`config.mk`:
```
export PLATFORM = sky130hd
export DESIGN_NAME = mul32_shift_add_core
export DESIGN_NICKNAME = d
export VERILOG_FILES = /design/src/rtl/mul32_shift_add_core.sv
export SDC_FILE = /design/constraint.sdc
export NUM_CORES = 1
export LEC_CHECK = 0
export CAP_MARGIN = 20
export CORE_MARGIN = 5
export CORE_UTILIZATION = 51
export DETAILED_ROUTE_END_ITERATION = 7
export GPL_TIMING_DRIVEN = 1
export PLACE_DENSITY = 0.81
export SYNTH_ARGS = -nofsm -noshare
export SYNTH_HDL_FRONTEND = slang
export SYNTH_SLANG_ARGS = --single-unit
```
`constraint.sdc`:
```
create_clock -name clk -period 2.7 [get_ports clk]
set_input_delay 0.54 -clock clk [delete_from_list [all_inputs] [get_ports clk]]
set_output_delay 0.54 -clock clk [all_outputs]
set_load 0.05 [all_outputs]
```
`src/rtl/mul32_shift_add_core.sv`:
```
//------------------------------------------------------------------------------
// Module  : mul32_shift_add_core
// Brief   : Serial shift-add multiplier, one multiplier bit per cycle.
// Rev     : 1.0  initial release
//------------------------------------------------------------------------------
`default_nettype none

module mul32_shift_add_core #(
  parameter int unsigned WIDTH = 32
) (
  input  wire logic                 clk,
  input  wire logic                 rst,
  input  wire logic                 start_i,
  input  wire logic [WIDTH-1:0]     a_i,
  input  wire logic [WIDTH-1:0]     b_i,
  output logic                      busy_o,
  output logic                      last_o,
  output logic [2*WIDTH-1:0]        acc_o
);

  localparam int unsigned CW = (WIDTH > 1) ? $clog2(WIDTH) : 1;

  logic [2*WIDTH-1:0] a_sh_q, a_sh_d;
  logic [WIDTH-1:0]   b_sh_q, b_sh_d;
  logic [2*WIDTH-1:0] acc_q,  acc_d;
  logic [CW-1:0]      cnt_q,  cnt_d;
  logic               busy_q, busy_d;
  logic               w_last;

  assign w_last = busy_q && (cnt_q == CW'(WIDTH - 1));

  always_comb begin
    a_sh_d = a_sh_q;
    b_sh_d = b_sh_q;
    acc_d  = acc_q;
    cnt_d  = cnt_q;
    busy_d = busy_q;
    if (start_i) begin
      a_sh_d = {{WIDTH{1'b0}}, a_i};
      b_sh_d = b_i;
      acc_d  = '0;
      cnt_d  = '0;
      busy_d = 1'b1;
    end else if (busy_q) begin
      if (b_sh_q[0]) begin
        acc_d = acc_q + a_sh_q;
      end
      a_sh_d = a_sh_q << 1;
      b_sh_d = b_sh_q >> 1;
      cnt_d  = cnt_q + 1'b1;
      if (w_last) begin
        busy_d = 1'b0;
      end
    end
  end

  always_ff @(posedge clk) begin
    if (rst) begin
      a_sh_q <= '0;
      b_sh_q <= '0;
      acc_q  <= '0;
      cnt_q  <= '0;
      busy_q <= 1'b0;
    end else begin
      a_sh_q <= a_sh_d;
      b_sh_q <= b_sh_d;
      acc_q  <= acc_d;
      cnt_q  <= cnt_d;
      busy_q <= busy_d;
    end
  end

  assign busy_o = busy_q;
  assign last_o = w_last;
  assign acc_o  = acc_q;

endmodule

`default_nettype wire

```
==> summary.txt, run 1 <==
Flow results follow.

The first global-routing pass estimated about 47 mm of wire. The number of nets in the synthesized netlist is 1434. For this run the top cell type by instance count after synthesis was sky130_fd_sc_hd__nor2_1. The standard-cell row count is between 50 and 60. The post-route utilization of the core is recorded as ~72%. From bottom edge to top edge, the die measures ~150 µm. The flow ran to the end, but the final reports show violations.

The final setup skew is between 0.009 and 0.01 ns. The power report attributes to the sequential group a share of 45.0%. The cell area after placement is around 13000 µm². After layout, the minimum clock period comes to ~2.9 ns. The number of antenna violations at the first check in global routing is 0. The flow reports that combinational logic draws a little under an eighth of the design power. Summed over all nets, the switching power comes to between 1.5 and 2 mW. The deepest clock path buffer count is 2. The number of nets with antenna violations after detailed routing is 0.

The depth of the worst register-to-register path is 15. The number of instances in the placed design is about 1800. The last element of the critical path is acc_o[50]. In the synthesized netlist the async set-or-reset flop fraction comes to 0%. The count of different cell masters after synthesis is around 69. The adder-cell share of the synthesized area is 8.20%. Power attributed to the clock group is 2.46 mW.

The synthesis run shows multiplexers occupying under 10% of the cell area. The stage logs contain a warning count of 32. The data arrival time reported for the critical path is roughly 3.3 ns. The final critical path takes up 107% of the cycle. The overall overflow remaining after global route is 0. After synthesis the netlist holds a flip-flop and latch count of about 170. The clock tree from TritonCTS is done. Entering global routing, the biggest net connects between 100 and 150 pins.

The register-to-register setup slack is -0.18 ns. After layout, the worst setup slack is -0.180 ns. The peak per-stage delay on the critical path is approximately 0.38 ns. The first-iteration detailed-routing DRC count is 914. Buffers inserted during clock tree synthesis total 17. The top power consumer group is sequential cells. The area growth from synthesis to final layout is 39.1%. The transition time at the pin with the least slew margin is roughly 1 ns.

The synthesized netlist has a Yosys-reported chip area of 10200 µm². Leaving out fill and tap cells, the most frequent cells in the layout are 218 x sky130_fd_sc_hd__nor2_1, 164 x sky130_fd_sc_hd__a21oi_1, 164 x sky130_fd_sc_hd__buf_4. The placed wire-length estimate after detailed placement is slightly above 20 mm. Summed over all failing endpoints, the final setup total negative slack is -1.84 ns. The highest fanout seen on the critical path is 2. The commonest cells after synthesis are 224 x sky130_fd_sc_hd__nor2_1, 192 x sky130_fd_sc_hd__a21oi_1, 166 x sky130_fd_sc_hd__dfxtp_1. The synthesized area per cell is 7.81 µm². In this run, power in combinational logic comes to about 0.66 mW. Setup violations remaining at the end of the flow were counted as 16.

The checks that failed: negative setup slack. Hold timing on the final database bottoms out at a slack of approximately 0.47 ns. In this run the worst hold path is classified as reg -> reg.

Fill cells in the final layout number approximately 1400. The critical register-to-register path endpoint is acc_o[50]. In the synthesized netlist, the dominant kind of combinational cell is AND-OR/OR-AND gates. The weighted congestion at the end of routability-driven global placement is between 0.9 and 1.

The design draws about 5.7 mW. The final max-slew violation count is 0. The worst slack at placement is -0.176 ns. The Yosys step of the flow raised 0 warnings. Per the STA report, the cell with the highest stage delay on the worst path is sky130_fd_sc_hd__fa_2. The mean routed wirelength per cell is 17.3 µm. Clock latency on the worst-skew pair, taken at its later pin, is 0.45 ns. The total via count in the routed design is 10586. For reference, the most critical setup path is categorized as reg -> reg.

The total area inside the core boundary comes to between 15000 and 20000 µm². The fraction of power spent switching nets is 28.2%. The area fraction in and, or, nand and nor cells after synthesis is 18.9%. Gates resized during post-CTS repair numbered between 40 and 50. The setup fix buffers added after clock tree synthesis is 8. After synthesis, the cell types taking the most area are sky130_fd_sc_hd__dfxtp_1 33%, sky130_fd_sc_hd__mux2i_1 9.7%, sky130_fd_sc_hd__a21oi_1 9.5%.

Before placement the cells fill between 50% and 60% of the core. The design area is 14100 µm². The number of clock sinks is between 150 and 200. The synthesized netlist was found by Yosys to have between 1000 and 1500 cells.

The buffers plus inverters on the worst setup path is 3.
## run 1: layer usage
layer | GRT usage (%) | share of wire [%] | vias up
li1 | - | - | 5074
met1 | 31.7 | 41 | 4936
met2 | 43.6 | 50 | 480
met3 | 4.52 | 6.6 | 96
met4 | 10.1 | 3.0 | 0
met5 | 0 | 0 | -
## run 1: area by class of cell
| cell class | instances | area [µm²] | area share, % |
|---|---|---|---|
| inverters | 13 | 48.8 | 0.345 |
| flip-flops and latches | 166 | 3400 | 24.0 |
| clock inverters | 15 | 180 | 1.27 |
| clock buffers | 17 | 425 | 3.01 |
| repair buffers | 303 | 2650 | 18.7 |
| multi-input cells | 1041 | 7110 | 50.3 |
| well taps | 265 | 332 | 2.35 |
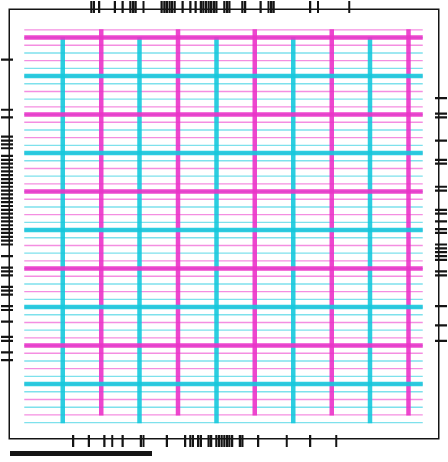
Figure 1: run 1, floorplan with the power grid.
Bar = 50 µm. Pins as bars on the die edge.
| color | net |
|---|---|
| magenta | VDD |
| cyan | VSS |
rows: 51
met5 straps: 10
met4 straps: 10
met1 rails: 52
signal pins: 133

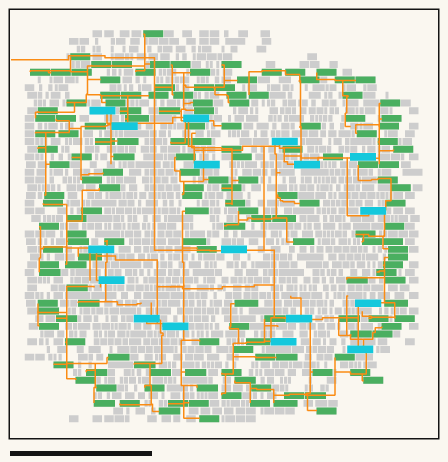
Figure 2: run 1, clock distribution.
Bar = 50 µm.
[cyan] clock-net drivers | count: 17
[green] flip-flops | count: 166
[orange] clock wires | length: 2140 µm
routed clock nets: 18
flops lie: widely spread

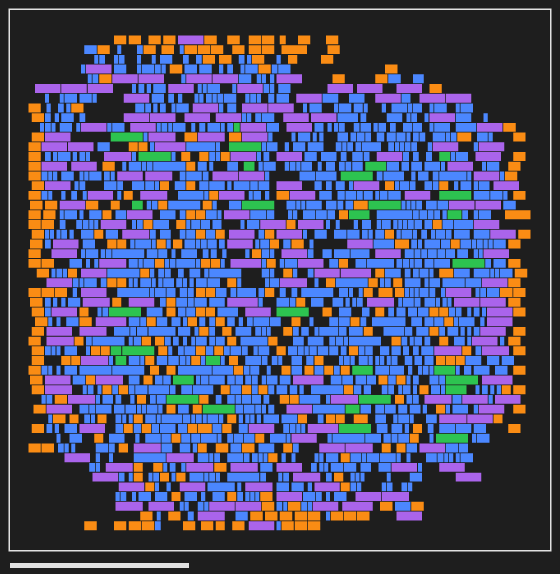
Figure 3: run 1, cells colored by class.
Bar = 50 µm.
| color | class | cells |
|---|---|---|
| green | clock drivers and dummy loads | 32 |
| orange | remaining buffers and delay cells | 303 |
| purple | registers | 166 |
| blue | remaining logic cells | 1054 |

## Run 2: what changed since run 1
Settings changed: SLEW_MARGIN set to 20.
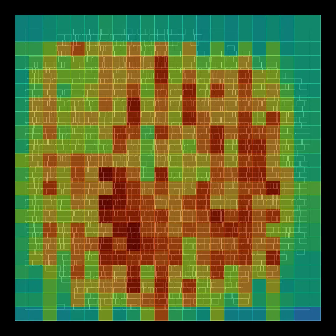
Figure 4: run 2, routing congestion.
met1 GRT Util: 31.7%
global-route total usage across every layer: 25.4%
end-of-flow core utilization: 72.4%
met3 Track Usage GR: 4.52%
global route hottest layer: met2

==> run 2 against run 1 <==
Effect of this change: the flow still finishes with violations (negative setup slack); wire length did not move; via count unchanged; sequential power about the same; clock-buffer cell count unchanged; critical path type unchanged.
==> summary.txt, run 2 <==
Flow results follow.

The synthesized instance count is between 1000 and 1500. STA reports the tightest min-delay check as being of type reg -> reg. For this design the total switching power over the nets is 1.60 mW. The core utilization before placement is 52.1%.

The commonest cells after synthesis are 224 x sky130_fd_sc_hd__nor2_1, 192 x sky130_fd_sc_hd__a21oi_1, 166 x sky130_fd_sc_hd__dfxtp_1. Hold is met by 0.472 ns. The total negative slack is -1.84 ns. Per the skew report, the later register of the worst-skew pair sees a clock latency of 0.45 ns. Summed over all layers, the global routing overflow is 0. The placed wire-length estimate after detailed placement is between 20 and 25 mm. The number of clock sinks is between 150 and 200. The number of instances in the placed design is between 1500 and 2000.

The power in sequential cells is approximately 2.6 mW. The global-route wire length before repair is approximately 47 mm. The class of the most critical setup path is reg -> reg. Leaving out buffers and inverters, the combinational logic in the layout accounts for about 7000 µm². The sink of the worst hold path is acc_o[63]. For reference, the final report shows the max-slew violation count at 0. The area growth from synthesis to final layout is 39.1%. The largest net degree at the start of global routing is roughly 110.

In the final layout, multi-input gates take up around 50% of the cell area. The post-synthesis sequential area ratio is 32.7%. The checks that failed: negative setup slack. Once iteration 0 of detailed routing completed, the report listed 914 DRC markers.

The number of antenna diodes is 0. Measured along the x axis, the die boundary spans roughly 150 µm. The cell internal power dissipation is ~4.1 mW.

Data arrives at the worst endpoint at between 3 and 4 ns. The count of clock buffers in the final design is 17. The number of hold-slack violations in the final timing report is 0. The register bit total from synthesis is approximately 170.

The category of the worst setup path launch point is a flop. The worst slack at placement is -0.176 ns. Looking at the clock tree report, the maximum root-to-sink buffer count equals 2.

Yosys reported that registers with async set or reset make up 0%. The peak per-stage delay on the critical path is approximately 0.38 ns. Of the total power, registers draw between 40% and 50%.

The OpenROAD report gives the critical path a required time of between 3 and 4 ns. The number of well taps is about 270. Setup violations remaining at the end of the flow were counted as 16. The number of iterations in the first detailed-routing pass is 6. Synthesis produced a netlist with a net count of ~1400.

The register fraction of the total cell area is ~24%. The flow ran to the end, but the final reports show violations. The worst path setup slack after routing is -0.180 ns. The warning count from the yosys run is 0. The portion of synthesized cell area occupied by the leading cell type is between 30% and 40%. After layout, the minimum clock period comes to approximately 2.9 ns.

The fraction of power spent switching nets is between 20 and 30%. The layout report lists the clock-cell share of area as 4.28%. The cell group occupying the most layout area is multi-input combinational cells.

For flop-to-flop paths, the worst setup slack is -0.18 ns. The routed layout has ~11000 vias. The leakage power in the latest report is between 5 and 6 nW.

The inverter tally of the final layout excluding the clock network is 13. After synthesis, the chip area reported by Yosys is 10200 µm². The layout summary lists the proportion of cells stronger than drive strength 1 as between 20% and 30%. The share of the clock period used by the worst path after layout is 107%. The area of the chip is roughly 23000 µm². Per the OpenROAD floorplan log, the area of the core is just under 20000 µm². The weighted congestion at the end of routability-driven global placement is 0.938. The critical path's slowest stage uses the library cell sky130_fd_sc_hd__fa_2. The combinational group power is between 0.6 and 0.7 mW. The headroom to the max-slew limit is a little over a third. In the layout the commonest cells are 218 x sky130_fd_sc_hd__nor2_1, 164 x sky130_fd_sc_hd__a21oi_1, 164 x sky130_fd_sc_hd__buf_4. The count of different cell masters after synthesis is around 69.

For reference, the top cells by area after synthesis are sky130_fd_sc_hd__dfxtp_1 33%, sky130_fd_sc_hd__mux2i_1 9.7%, sky130_fd_sc_hd__a21oi_1 9.5%. The hold path depth is 2. After layout, the design draws a total of between 5 and 6 mW.

The synthesized area per cell is around 8 µm². Per STA, the worst path is made up of ha_4, fa_2, a211oi_4, o21ai_2, a21oi_2, buf_4, o21ai_4, a32oi_2, buf_4, nand3_4, buf_4, a21oi_2, xnor2_1, nand2_1, a21oi_2. The floorplan has 51 rows.

The design area is approximately 14000 µm². The critical register-to-register path endpoint is acc_o[50]. The non-clock buffer instance count of the final layout is a little over 300. The power drawn by the clock network is around 2.5 mW. TritonCTS built the clock tree. The number of global-route vias before repair is 10144. Per report_power, the combinational group accounts for ~12% of the total. The dominant register cell in the synthesized netlist is sky130_fd_sc_hd__dfxtp_1.

Nets still carrying antenna violations after routing amount to 0. The last element of the critical path is acc_o[50]. After synthesis the cells add up to just over 10000 µm². Clock-pin slew was measured on the worst setup and hold paths at about 0.08 ns. The multi-input combinational cell count is between 1000 and 1500. According to the cell report, flip-flops and latches in the layout number approximately 170. The die span in y is between 150 and 200 µm. Per the detail_route report, DRC violations left total 0. In the final layout, the fill cell count is between 1000 and 1500. The mean routed wirelength per cell is about 17 µm. The largest part of the power goes to sequential cells. The cell area after placement is 12700 µm².

At the pin with the least slew margin, the transition time is 0.978 ns. The buffers plus inverters on the worst setup path is 3. The final setup skew is 0.00906 ns. In the final design database the tool counted ~1700 nets. In this run the worst path has a maximum fanout of 2.

The depth of the worst register-to-register path is 15. After layout the signal buffers, clock cells excluded, come to 18.7% of cell area. Among all cell types in the netlist, the one instantiated most often is sky130_fd_sc_hd__nor2_1. The synth_stat.txt file lists the number of cells as about 1300. The tool warning count for the run is 32.

Wires add up to around 31 mm. The total area of sequential cells is around 3400 µm². Clock tree synthesis selected as its root buffer the cell sky130_fd_sc_hd__clkbuf_16. The number of antenna violations at the first check in global routing is 0. The number of buffers added by the clock tree synthesis step is 17.
-- run 2: metal layers --
| layer | wire, µm | vias to the layer above | global-route usage, % |
|---|---|---|---|
| met5 | 0 | - | 0 |
| met1 | 12700 | 4936 | 31.7 |
| li1 | - | 5074 | - |
| met2 | 15600 | 480 | 43.6 |
| met3 | 2070 | 96 | 4.52 |
| met4 | 952 | 0 | 10.1 |
-- run 2: logic make-up after synthesis --
family	Yosys count	share of synthesized area [%]
xor gates and xnor gates	49	4.22
adders and majority gates	66	8.20
and+or+nand+nor	458	18.9
buffers and inverters	94	4.41
DFF	166	32.7
muxes	98	9.65
AOI/OAI and AO/OA	370	21.9
-- run 2: what timing repair did --
item | CTS | global route
gates resized | 41 | 99
pin swaps | 22 | 45
setup endpoints to repair | 27 | 37
setup buffers | 8 | 11
hold buffers | 0 | 0
Power is estimated from default activity; no workload was simulated.
